==> src/rtl/wishbone_master.sv <==
`default_nettype none
// ============================================================================
// Module  : wishbone_master
// Purpose : Wishbone classic-cycle burst master with a request/response front end
// Rev     : 1.0
// ============================================================================
module wishbone_master #(
    parameter int TAGSIZE   = 2,
    parameter int BURST_W   = 4,
    parameter int MAX_RETRY = 3,
    parameter int TIMEOUT   = 16
) (
    input  logic               clk_i,
    input  logic               rst_i,
    // request front end
    input  logic               req_valid_i,
    output logic               req_ready_o,
    input  logic [31:0]        req_addr_i,
    input  logic               req_we_i,
    input  logic [3:0]         req_sel_i,
    input  logic [BURST_W-1:0] req_len_i,
    input  logic [TAGSIZE-1:0] req_tag_i,
    input  logic [31:0]        req_wdata_i,
    output logic               wdata_pop_o,
    output logic [31:0]        rdata_o,
    output logic               rdata_valid_o,
    output logic               done_o,
    output logic               err_o,
    // wishbone bus
    output logic [31:0]        wb_dat_o,
    input  logic [31:0]        wb_dat_i,
    output logic [TAGSIZE-1:0] wb_tgd_o,
    input  logic [TAGSIZE-1:0] wb_tgd_i,
    output logic [31:0]        wb_adr_o,
    output logic [TAGSIZE-1:0] wb_tga_o,
    output logic               wb_cyc_o,
    output logic               wb_stb_o,
    output logic               wb_we_o,
    output logic [TAGSIZE-1:0] wb_tgc_o,
    output logic [3:0]         wb_sel_o,
    input  logic               wb_ack_i,
    input  logic               wb_err_i,
    input  logic               wb_rty_i
);

    localparam int c_retry_w = (MAX_RETRY < 1) ? 1 : $clog2(MAX_RETRY + 1);
    localparam int c_tmo_w   = (TIMEOUT < 2) ? 1 : $clog2(TIMEOUT);
    localparam int c_beat_w  = BURST_W + 1;

    typedef enum logic [1:0] {
        S_IDLE    = 2'd0,
        S_BEAT    = 2'd1,
        S_RTYWAIT = 2'd2
    } state_t;

    state_t               state_q, state_d;
    logic [31:0]          adr_q, adr_d;
    logic [31:0]          dat_q, dat_d;
    logic                 we_q, we_d;
    logic [3:0]           sel_q, sel_d;
    logic [TAGSIZE-1:0]   tgc_q, tgc_d;
    logic                 cyc_q, cyc_d;
    logic                 stb_q, stb_d;
    logic [c_beat_w-1:0]  beats_q, beats_d;
    logic [c_retry_w-1:0] retry_q, retry_d;
    logic [c_tmo_w-1:0]   tmo_q, tmo_d;
    logic [31:0]          rdata_q, rdata_d;
    logic                 rvalid_q, rvalid_d;
    logic                 done_q, done_d;
    logic                 err_q, err_d;
    logic                 abort;

    always_ff @(posedge clk_i or negedge rst_i) begin
        if (!rst_i) begin
            state_q  <= S_IDLE;
            adr_q    <= '0;
            dat_q    <= '0;
            we_q     <= 1'b0;
            sel_q    <= '0;
            tgc_q    <= '0;
            cyc_q    <= 1'b0;
            stb_q    <= 1'b0;
            beats_q  <= '0;
            retry_q  <= '0;
            tmo_q    <= '0;
            rdata_q  <= '0;
            rvalid_q <= 1'b0;
            done_q   <= 1'b0;
            err_q    <= 1'b0;
        end else begin
            state_q  <= state_d;
            adr_q    <= adr_d;
            dat_q    <= dat_d;
            we_q     <= we_d;
            sel_q    <= sel_d;
            tgc_q    <= tgc_d;
            cyc_q    <= cyc_d;
            stb_q    <= stb_d;
            beats_q  <= beats_d;
            retry_q  <= retry_d;
            tmo_q    <= tmo_d;
            rdata_q  <= rdata_d;
            rvalid_q <= rvalid_d;
            done_q   <= done_d;
            err_q    <= err_d;
        end
    end

    always_comb begin
        state_d     = state_q;
        adr_d       = adr_q;
        dat_d       = dat_q;
        we_d        = we_q;
        sel_d       = sel_q;
        tgc_d       = tgc_q;
        cyc_d       = cyc_q;
        stb_d       = stb_q;
        beats_d     = beats_q;
        retry_d     = retry_q;
        tmo_d       = tmo_q;
        rdata_d     = rdata_q;
        rvalid_d    = 1'b0;
        done_d      = 1'b0;
        err_d       = 1'b0;
        wdata_pop_o = 1'b0;
        abort       = 1'b0;

        case (state_q)
            S_IDLE: begin
                if (req_valid_i) begin
                    adr_d   = req_addr_i;
                    we_d    = req_we_i;
                    sel_d   = req_sel_i;
                    tgc_d   = req_tag_i;
                    beats_d = {1'b0, req_len_i} + c_beat_w'(1);
                    retry_d = '0;
                    tmo_d   = '0;
                    cyc_d   = 1'b1;
                    stb_d   = 1'b1;
                    state_d = S_BEAT;
                    if (req_we_i) begin
                        dat_d       = req_wdata_i;
                        wdata_pop_o = 1'b1;
                    end
                end
            end
            S_BEAT: begin
                if (wb_err_i) begin
                    abort = 1'b1;
                end else if (wb_rty_i) begin
                    if (retry_q < c_retry_w'(MAX_RETRY)) begin
                        retry_d = retry_q + c_retry_w'(1);
                        stb_d   = 1'b0;
                        state_d = S_RTYWAIT;
                    end else begin
                        abort = 1'b1;
                    end
                end else if (wb_ack_i) begin
                    if (!we_q) begin
                        rdata_d  = wb_dat_i;
                        rvalid_d = 1'b1;
                    end
                    if (beats_q == c_beat_w'(1)) begin
                        cyc_d   = 1'b0;
                        stb_d   = 1'b0;
                        done_d  = 1'b1;
                        state_d = S_IDLE;
                    end else begin
                        // FIFO head is consumed as the next beat's data, so pop now
                        adr_d   = adr_q + 32'd4;
                        beats_d = beats_q - c_beat_w'(1);
                        retry_d = '0;
                        tmo_d   = '0;
                        if (we_q) begin
                            dat_d       = req_wdata_i;
                            wdata_pop_o = 1'b1;
                        end
                    end
                end else if (tmo_q == c_tmo_w'(TIMEOUT - 1)) begin
                    abort = 1'b1;
                end else begin
                    tmo_d = tmo_q + c_tmo_w'(1);
                end
            end
            S_RTYWAIT: begin
                stb_d   = 1'b1;
                tmo_d   = '0;
                state_d = S_BEAT;
            end
            default: begin
                state_d = S_IDLE;
            end
        endcase

        if (abort) begin
            cyc_d   = 1'b0;
            stb_d   = 1'b0;
            done_d  = 1'b1;
            err_d   = 1'b1;
            state_d = S_IDLE;
        end
    end

    logic unused_tgd;
    assign unused_tgd = ^wb_tgd_i;

    assign req_ready_o   = (state_q == S_IDLE);
    assign rdata_o       = rdata_q;
    assign rdata_valid_o = rvalid_q;
    assign done_o        = done_q;
    assign err_o         = err_q;
    assign wb_dat_o      = dat_q;
    assign wb_tgd_o      = '0;
    assign wb_adr_o      = adr_q;
    assign wb_tga_o      = '0;
    assign wb_cyc_o      = cyc_q;
    assign wb_stb_o      = stb_q;
    assign wb_we_o       = we_q;
    assign wb_tgc_o      = tgc_q;
    assign wb_sel_o      = sel_q;

endmodule
`default_nettype wire

==> config.mk <==
export PLATFORM = sky130hd
export DESIGN_NAME = wishbone_master
export DESIGN_NICKNAME = d
export VERILOG_FILES = /design/src/rtl/wishbone_master.sv
export SDC_FILE = /design/constraint.sdc
export NUM_CORES = 1
export LEC_CHECK = 0
export ABC_CLOCK_PERIOD_IN_PS = 2930
export CELL_PAD_IN_SITES_DETAIL_PLACEMENT = 1
export CELL_PAD_IN_SITES_GLOBAL_PLACEMENT = 2
export CORE_MARGIN = 2
export CORE_UTILIZATION = 26
export DETAILED_ROUTE_END_ITERATION = 7
export HOLD_SLACK_MARGIN = 0.06
export PLACE_DENSITY = 0.84
export SLEW_MARGIN = 20
export SYNTH_ARGS = -nofsm -noshare
export SYNTH_HDL_FRONTEND = slang
export SYNTH_SLANG_ARGS = --single-unit
==> constraint.sdc <==
create_clock -name clk_i -period 2.93 [get_ports clk_i]
set_clock_uncertainty 0.05 [all_clocks]
set_input_delay 0.4395 -clock clk_i [delete_from_list [all_inputs] [get_ports clk_i]]
set_output_delay 0.4395 -clock clk_i [all_outputs]
set_load 0.03 [all_outputs]
==> run_1/wire_density.png <==
Drawn at 2 px/um. The die is cut into 31 by 31 equal tiles; dark purple is low, yellow is high, scaled to the fullest tile. Values are wire area over tile area, all layers added.
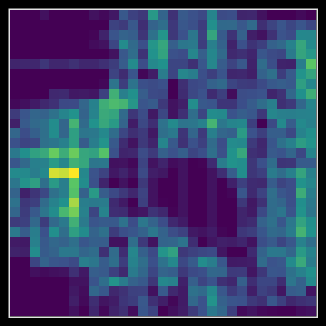
15% of the tiles are nearly empty. The fullest tile reaches 0.52. The mean over all tiles is 0.12. The densest ninth of the die: left middle.

==> run_1/drive_strength.png <==
Drawn at 2 px/um.
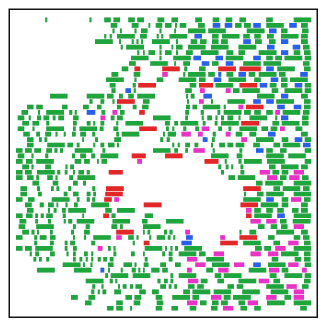
Key: drive 6 and up = red [cells 28, most used clkbuf_16]; drive 2 = blue [cells 44, most used mux2_2]; drive 3 to 4 = magenta [cells 53, most used mux2_4]; drive 1 or less = green [cells 641, most used clkdlybuf4s50_1]

==> summary.txt, run 1 <==
fresh numbers from the pnr run: register area share after synthesis=a little over half, Worst Tran Pin Value=between 0.6 and 0.7 ns, Syn-to-layout area delta=54.8%, flop-to-flop setup slack=0.58 ns, FF-to-FF path depth=5, Crit-path slowest cell=dfrtp_1, worst-skew pair later-pin latency=0.41 ns, Max Slew Vio Count=0, largest net degree at the start of global routing=55, sequential cell area=~0.0030 sq mm, worst endpoint required time=roughly 2.4 ns, final core utilization=approximately two fifths, Max clock buf depth=2, most used logic cell in the final layout=clkdlybuf4s50_1, DRC Markers=0, worst path buffer plus inverter count=4, Sum Neg Setup Slack=0 ns, Yosys chip area=around 0.0058 sq mm, Final Instance Area=around 0.0090 sq mm, CTS Sinks=121, synth warn=0, Worst EP arrival=1.97 ns, async set-reset flop share out of synthesis=100%, hold crit path type=reg2reg, count of tool warnings=29, GR Layer Usage met3=about 4.2%, PortBufs=222, yosys cell count=523, CTS root buf=clkbuf_16, Slew headroom=58.4%, Worst Hold Path EP=wb_sel_o[2]$_DFFE_PN0P_, Logic area=about 0.0026 sq mm, Filler Cells Inserted=about 2400, first-pass GRT wire length=just under 30000 um, CTS buffer count=17, GR Overflow Total=0, final worst setup slack=~0.47 ns, synth top area cells=dfrtp_1 52%, mux2_4 7.5%, mux2_2 7.0%, vias in the first global route=approximately 5400, post-route insts no fill=1046, leakage=3.83 nW, nets=between 800 and 900, Top cell area share=between 50% and 60%, Worst Setup Start Kind=flop, Met3 Wirelength=1140 um, Detailed Routing Iterations Pass 1=5, CP Capture Point=wdata_pop_o, maximum vdd ir drop=roughly 630 uV, worst hold start=wb_sel_o[2]$_DFFE_PN0P_, Rows=between 50 and 60, r2r endpoint=wb_adr_o[31]$_DFFE_PN0P_, GPL Wtd Cong=slightly below 0.8, Antenna Cells=0, # setup viols final=0, top routing layer in use=met4, Hold WS=~0.42 ns, status=finished, final reports clean, global routing's busiest layer=met2, layout cell share with drive strength beyond 1=16.3%, Post-DP Area=approximately 0.0084 sq mm, met1 wire length=between 8000 and 9000 um, kind of cell adding the most delay to the critical path=buffers and inverters, Syn Std Cell Area=0.00579 sq mm, met1 usage in global routing=21.3%, Fin. Hold Viols=0, Die W=between 150 and 200 um, Synth Register Bits=121, Cell Chain, Critical Path=inv_1 -> ha_1 -> nor4b_2 -> buf_4 -> nor3_4 -> a22oi_2 -> inv_1 -> buf_4, dpl ws=0.305 ns, Tcrit/Tclk final=84.0%, crit path capture type=primary output, CP max FO=4, Critical path origin=beats_q[1]$_DFFE_PN0P_, Die Y=153 um, DR WL/cell=17.5 um, total wire length=around 18000 um, Post-synth EDFFs=0, worst r2r src=wb_adr_o[4]$_DFFE_PN0P_, max cap viols=0, initial antenna violation count=0, PwrDens=1040 mW/mm^2, area leader, netlist=dfrtp_1, met2 usage=between 20% and 30%, post-synthesis cell count=523, RSZ-0062 raised after global routing=false
==> run_1/zoom.png <==
Window x 52 to 102, y 82 to 132 um. Cells in gray, sequential cells in the stronger gray; small squares are vias.
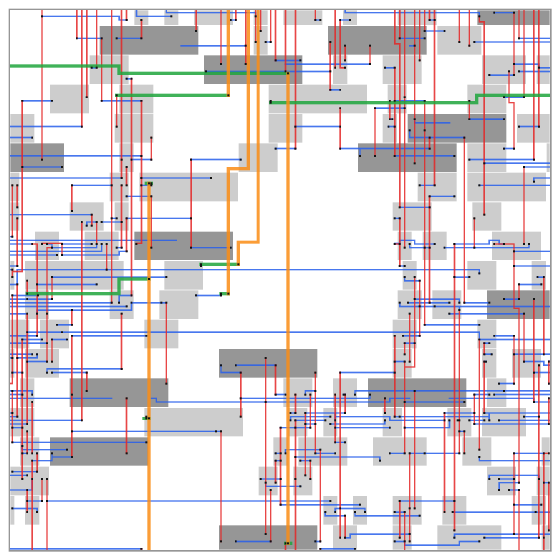
Key: met4 = orange; met3 = green; met2 = red; met1 = blue
Sequential cells in the window: 14. Netlist names of flops here include wb_adr_o (5), retry_q (2), state_q (2). Most frequent: clkdlybuf4s50_1 (16), nand2_1 (14), dfrtp_1 (14). 103 logic cells have their middle in the window.

==> run_1/pdn.png <==
Drawn at 3 px/um. Pins as bars on the die edge.
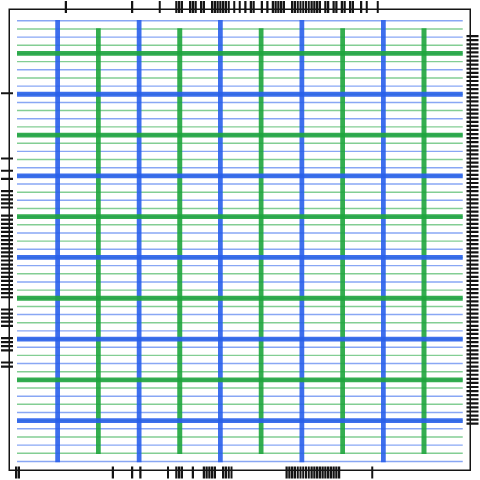
Key: VSS = blue; VDD = green
229 signal pins sit on the boundary. The core has 54 rows. 10 straps on met5. 55 met1 rails follow the rows. 10 straps on met4.

## run 1: power by group
| group | total [mW] | switching (mW) | internal [mW] |
|---|---|---|---|
| Combinational | 4.34 | 2.36 | 1.98 |
| Clock | 2.05 | 0.862 | 1.19 |
| Sequential | 2.93 | 0.589 | 2.34 |
| Total | 9.33 | 3.81 | 5.52 |
## run 1: kinds of logic after synthesis
group / after synthesis / share of synthesized area, %
and+or+nand+nor: 160 / 14.2
AOI/OAI and AO/OA: 124 / 13.6
DFF: 121 / 52.3
muxes: 65 / 14.5
buffers and inverters: 44 / 3.74
adders and majority gates: 6 / 1.30
xor gates and xnor gates: 2 / 0.303
other: 1 / 0.0648
## run 1: what timing repair did
action / 4_1_cts / 5_1_grt
gates resized: 0 / 0
endpoints found under the hold margin: 44 / 0
setup buffers: 0 / 0
hold buffers: 1 / 0
## run 1: area by class of cell
cell class / count / area share (%)
sequential: 121 / 33.8
multi-input combinational: 361 / 28.6
timing repair buffer: 240 / 26.8
clock buffer: 18 / 4.79
tap: 280 / 3.91
clock inverter: 14 / 1.56
inverter: 12 / 0.503
## run 1: synth_stat cells (2+ instances only)
master	count
a311oi_1	4
a21o_1	3
or3_1	3
clkbuf_1	19
nor2_1	22
a211o_1	2
xnor2_1	2
buf_6	4
o211ai_1	2
inv_1	12
and3_1	6
o2bb2ai_1	2
dfrtp_1	121
o21ai_0	29
nand3_1	13
mux2_2	36
nand4_1	4
a21oi_1	37
nor4_1	4
mux2_4	29
a211oi_1	3
buf_4	4
o22ai_1	10
o22a_1	3
nand2_1	61
a41oi_1	4
and4_1	8
nand2b_1	8
ha_1	6
nand4b_1	2
and2_1	7
a31oi_1	9
nor3_1	14
a2bb2oi_1	4
buf_2	5
a22o_1	2
==> run 2, diff against run 1 <==
--- a/config.mk
+++ b/config.mk
@@ -5,14 +5,14 @@
 export SDC_FILE = /design/constraint.sdc
 export NUM_CORES = 1
 export LEC_CHECK = 0
-export ABC_CLOCK_PERIOD_IN_PS = 2930
+export ABC_CLOCK_PERIOD_IN_PS = 2120
 export CELL_PAD_IN_SITES_DETAIL_PLACEMENT = 1
 export CELL_PAD_IN_SITES_GLOBAL_PLACEMENT = 2
 export CORE_MARGIN = 2
-export CORE_UTILIZATION = 26
+export CORE_UTILIZATION = 24
 export DETAILED_ROUTE_END_ITERATION = 7
 export HOLD_SLACK_MARGIN = 0.06
-export PLACE_DENSITY = 0.84
+export PLACE_DENSITY = 0.82
 export SLEW_MARGIN = 20
 export SYNTH_ARGS = -nofsm -noshare
 export SYNTH_HDL_FRONTEND = slang
==> constraint.sdc (replaced) <==
create_clock -name clk_i -period 2.12 [get_ports clk_i]
set_clock_uncertainty 0.05 [all_clocks]
set_input_delay 0.318 -clock clk_i [delete_from_list [all_inputs] [get_ports clk_i]]
set_output_delay 0.318 -clock clk_i [all_outputs]
set_load 0.03 [all_outputs]
==> run_2/pdn.png <==
Drawn at 3 px/um. Pins as bars on the die edge.
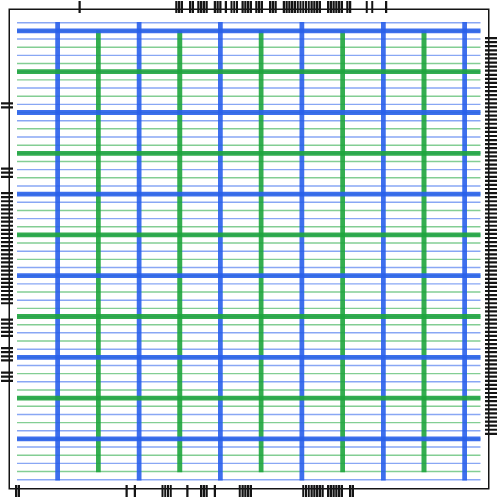
Key: VDD = green; VSS = blue
The core has 56 rows. 11 straps on met4. 11 straps on met5.
core footprint: 0.0235 sq mm
Die W: 159 um
maximum vdd ir drop: 622 uV
Die Y: 159 um

==> run 2 against run 1 <==
Compared with the run above: the flow now finishes with violations (setup timing); die size increased by 8.1%; count of clock-buffer cells in the layout unchanged; critical path depth decreased by 2; total power increased by 44%; worst setup slack got worse by 0.54 ns; sequential cell count unchanged; critical path type unchanged; clock power increased by 44%; utilization decreased by 0.66 points; via count increased by 3.0%; register-to-register slack got worse by 0.59 ns; non-clock buffer count increased by 49; largest power group unchanged; combinational power increased by about 50%.
==> summary.txt, run 2 <==
fresh numbers from the pnr run: max cap viols=0, Syn-to-layout area delta=64.3%, final worst setup slack=-0.0669 ns, postcts setup bufs=2, AO/OA Area Share=a little over an eighth, Post-synth EDFFs=0, Antenna Cells=0, r2r endpoint=wb_dat_o[20]$_DFFE_PN0P_, Slew headroom=between 60% and 70%, crit path capture type=primary output, CP max FO=8, Simple-Gate Area Share=around 14%, Crit-path slowest cell=dfrtp_2, Yosys chip area=0.00579 sq mm, flop-to-flop setup slack=-0.01 ns, PortBufs=approximately 220, status=finished with violations, # setup viols final=4, post-synthesis cell count=between 500 and 600, Syn Std Cell Area=roughly 0.0058 sq mm, failing checks=setup timing, GR Overflow Total=0, worst-skew pair later-pin latency=~0.42 ns, vias in the first global route=roughly 5600, first-pass GRT wire length=roughly 32000 um, dpl ws=-0.227 ns, synth top area cells=dfrtp_1 52%, mux2_4 7.5%, mux2_2 7.0%, met1 usage in global routing=20.8%, Synth Register Bits=121, kind of cell adding the most delay to the critical path=simple AND/OR/NAND/NOR gates, leakage=approximately 4.1 nW, count of tool warnings=31, DR WL/cell=approximately 17 um, most frequent cell after synthesis=dfrtp_1, mux frac, synth=approximately 15%, CTS root buf=clkbuf_16, area leader, netlist=dfrtp_1, Worst EP arrival=1.82 ns, Cell Chain, Critical Path=nand2b_4 -> or3_4 -> nor3_4 -> a22oi_2 -> inv_2 -> buf_6, most used logic cell in the final layout=clkdlybuf4s50_1, Max clock buf depth=2, commonest cells in the netlist=121 x dfrtp_1, 61 x nand2_1, 37 x a21oi_1, 36 x mux2_2, CTS buffer count=17, register area share after synthesis=between 50% and 60%
==> run_2/final_placement.png <==
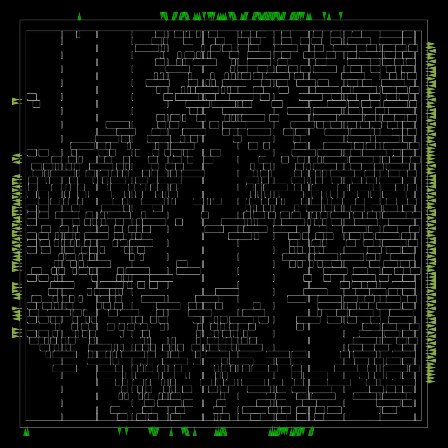
# Taps: 319
Rows: 56
post-route insts no fill: 1134
final core utilization: 40.4%
number of sequential cells: 121

==> run 2: area by class of cell <==
class,instances,area (sq um)
inverters,12,45.0
clock buffers,18,429
repair buffers,289,2830
flip-flops and latches,121,3030
fillers,2599,14000
clock inverters,14,163
multi-input cells,361,2620
well taps,319,399
==> run 2: how the worst min path moves through the flow <==
| stage | depth (start not counted) | end | start | slack, ns |
|---|---|---|---|---|
| after floorplan | 0 | beats_q[0]$_DFFE_PN0P_ | rst_i | -0.03 |
| after global placement | 1 | wb_adr_o[17]$_DFFE_PN0P_ | rst_i | 0.28 |
| after detailed placement | 1 | wb_adr_o[17]$_DFFE_PN0P_ | rst_i | 0.28 |
| after CTS | 2 | wb_adr_o[17]$_DFFE_PN0P_ | rst_i | 0.37 |
| after global routing | 2 | wb_adr_o[17]$_DFFE_PN0P_ | rst_i | 0.38 |
| final | 2 | wb_adr_o[17]$_DFFE_PN0P_ | rst_i | 0.35 |
==> run 2: logic make-up after synthesis <==
logic type | Yosys count
buffers and inverters | 44
adders and majority gates | 6
xor gates and xnor gates | 2
AOI/OAI and AO/OA | 124
muxes | 65
other | 1
and+or+nand+nor | 160
DFF | 121
==> run 2: worst reg2reg max path: cells and delay by family (launching register included) <==
| kind | cells | cell delay (ns) |
|---|---|---|
| compound gates | 1 | 0.23 |
| fa+ha+maj | 1 | 0.13 |
| buf+inv | 4 | 0.65 |
| flops | 1 | 0.39 |
| mux | 1 | 0.34 |
| simple gates | 2 | 0.22 |
==> run 2: report_power, final <==
part	leakage [nW]	internal (mW)	switching [mW]
Sequential	1.45	3.24	0.734
Clock	0.277	1.76	1.19
Combinational	2.37	3.06	3.46
==> run 3, diff against run 2 <==
--- a/config.mk
+++ b/config.mk
@@ -11,7 +11,6 @@
 export CORE_MARGIN = 2
 export CORE_UTILIZATION = 24
 export DETAILED_ROUTE_END_ITERATION = 7
-export HOLD_SLACK_MARGIN = 0.06
 export PLACE_DENSITY = 0.82
 export SLEW_MARGIN = 20
 export SYNTH_ARGS = -nofsm -noshare
==> run 3 against run 2 <==
Compared with the run above: the run still ends with setup timing left; register-to-register slack barely moved; area after synthesis did not move; critical path depth did not move; synthesized cell count did not move; final cell count did not move; sequential cell count did not move; worst setup slack did not move; critical endpoint unchanged.
==> summary.txt, run 3 <==
fresh numbers from the pnr run: Top Consumer=combinational logic, kind of cell adding the most delay to the critical path=simple AND/OR/NAND/NOR gates, Die Y=159 um, Fin. Hold Viols=0, worst-skew pair later-pin latency=~0.42 ns, Comb pwr share=48.5%, async set-reset flop share out of synthesis=100%, P_sw=5.39 mW, synth warn=0, CP max FO=8, maximum vdd ir drop=just over 600 uV, most frequent cell after synthesis=dfrtp_1, worst path buffer plus inverter count=2, commonest cells in the netlist=121 x dfrtp_1, 61 x nand2_1, 37 x a21oi_1, 36 x mux2_2, first-pass GRT wire length=around 32000 um, mux frac, synth=14.5%, GR Overflow Total=0, Die W=between 150 and 200 um, Worst Tran Pin Value=~0.53 ns, Crit-path slowest cell=dfrtp_2, GPL Wtd Cong=approximately 0.8, PwrDens=approximately 1400 mW/mm^2, Detailed Routing Iterations Pass 1=4, layout cell share with drive strength beyond 1=a little under a quarter, failing checks=setup timing, # setup viols final=4, PortBufs=222, Worst Setup Start Kind=flop, Slew headroom=between 60 and 70%, Max Slew Vio Count=0, Post-synth EDFFs=0, Tcrit/Tclk final=103%, Yosys chip area=0.00579 sq mm, Synth Register Bits=roughly 120, DR WL/cell=~17 um, total wire length=~20000 um, hold crit path type=in2async, worst endpoint required time=1.75 ns, CTS Sinks=about 120, most used logic cell in the final layout=clkdlybuf4s50_1, CTS buffer count=17, synth top area cells=dfrtp_1 52%, mux2_4 7.5%, mux2_2 7.0%, CTS root buf=clkbuf_16, Filler Cells Inserted=between 2000 and 3000, final core utilization=40.4%, initial antenna violation count=0, Max clock buf depth=2, nets=~900, Syn Std Cell Area=0.00579 sq mm, Post-Synth Adder-Cell Area=roughly 1.3%, Sw Ratio=roughly two fifths, post-synthesis cell count=~520, yosys xor share=less than 1%, RSZ-0062 raised after global routing=true, register area share after synthesis=52.3%, status=finished with violations, DRC Markers=0, dpl ws=-0.227 ns, Top cell area share=52.3%, Clock net power=a little under 3 mW, AO/OA Area Share=a little over an eighth, area leader, netlist=dfrtp_1, vias in the first global route=5613, Sum Neg Setup Slack=-0.0778 ns, Logic area=0.00262 sq mm, final worst setup slack=-0.0669 ns
run 3: through the flow:
| step | instance area [sq um] | hold WS [ns] | std cells |
|---|---|---|---|
| after global routing | 9510 | 0.384 | 1134 |
| after detailed placement | 8820 | 0.279 | 1097 |
| after CTS | 9460 | 0.369 | 1132 |
| after global placement | 8820 | 0.279 | 1097 |
| final | 9510 | 0.352 | 1134 |
| after floorplan | 5800 | -0.0276 | 526 |
run 3: final cells by class:
type / instances / area share (%)
clock buffer: 18 / 4.51
sequential: 121 / 31.9
inverter: 12 / 0.474
multi-input combinational: 361 / 27.5
timing repair buffer: 289 / 29.7
clock inverter: 14 / 1.71
tap: 319 / 4.20
run 3: final timing paths:
check	from	end	cells after the start	slack [ns]
setup / recovery	state_q[0]$_DFFE_PN0P_	wdata_pop_o	6	-0.07
hold / removal	rst_i	wb_adr_o[17]$_DFFE_PN0P_	2	0.35
setup reg to reg	beats_q[1]$_DFFE_PN0P_	wb_dat_o[20]$_DFFE_PN0P_	9	-0.01
hold reg to reg	wb_tgc_o[1]$_DFFE_PN0P_	wb_tgc_o[1]$_DFFE_PN0P_	2	0.43
max in group asynchronous	rst_i	rdata_valid_o$_DFF_PN0_	3	0.98
min in group clk_i	req_sel_i[2]	wb_sel_o[2]$_DFFE_PN0P_	3	0.39
run 3: what timing repair did:
action	4_1_cts	5_1_grt
hold buffers	1	0
pin swaps	1	2
endpoints found under the setup margin	62	96
gates resized	8	8
buffers inserted	2	2
hold endpoints to repair	30	0
run 3: routing by layer:
metal,part of all wire (%),global-route usage [%],wire (um),vias to the layer above
met5,0,0,0,-
met1,46,20.8,9000,2579
met3,6.3,4.58,1230,9
met2,47,25.8,9180,175
met4,0.69,3.35,134,0
li1,-,-,-,2453
==> run_3/drive_strength.png <==
Drawn at 1.5 px/um.
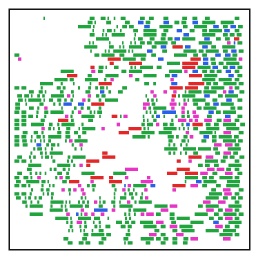
Key: drive 1 or less = green [cells 630, most used clkdlybuf4s50_1]; drive 6 and up = red [cells 36, most used clkbuf_16]; drive 3 to 4 = magenta [cells 100, most used buf_4]; drive 2 = blue [cells 49, most used mux2_2]
Non-clk bufs: 289
final worst setup slack: -0.0669 ns
Syn-to-layout area delta: 64.3%
Final Instance Area: 0.00951 sq mm

==> run_3/wire_density.png <==
Drawn at 2 px/um. The die is cut into 32 by 32 equal tiles; dark purple is low, yellow is high, scaled to the fullest tile. Values are wire area over tile area, all layers added.
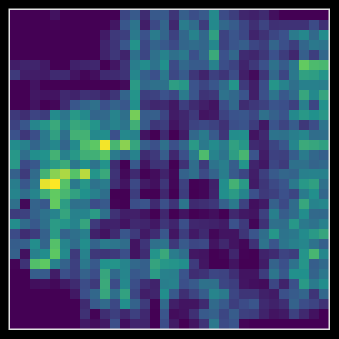
The mean over all tiles is 0.12. 11% of the tiles are over half the peak. The fullest tile reaches 0.48. 15% of the tiles are nearly empty. The densest ninth of the die: left middle. The emptiest ninth of the die: top left.

Power and IR drop assume default switching activity.
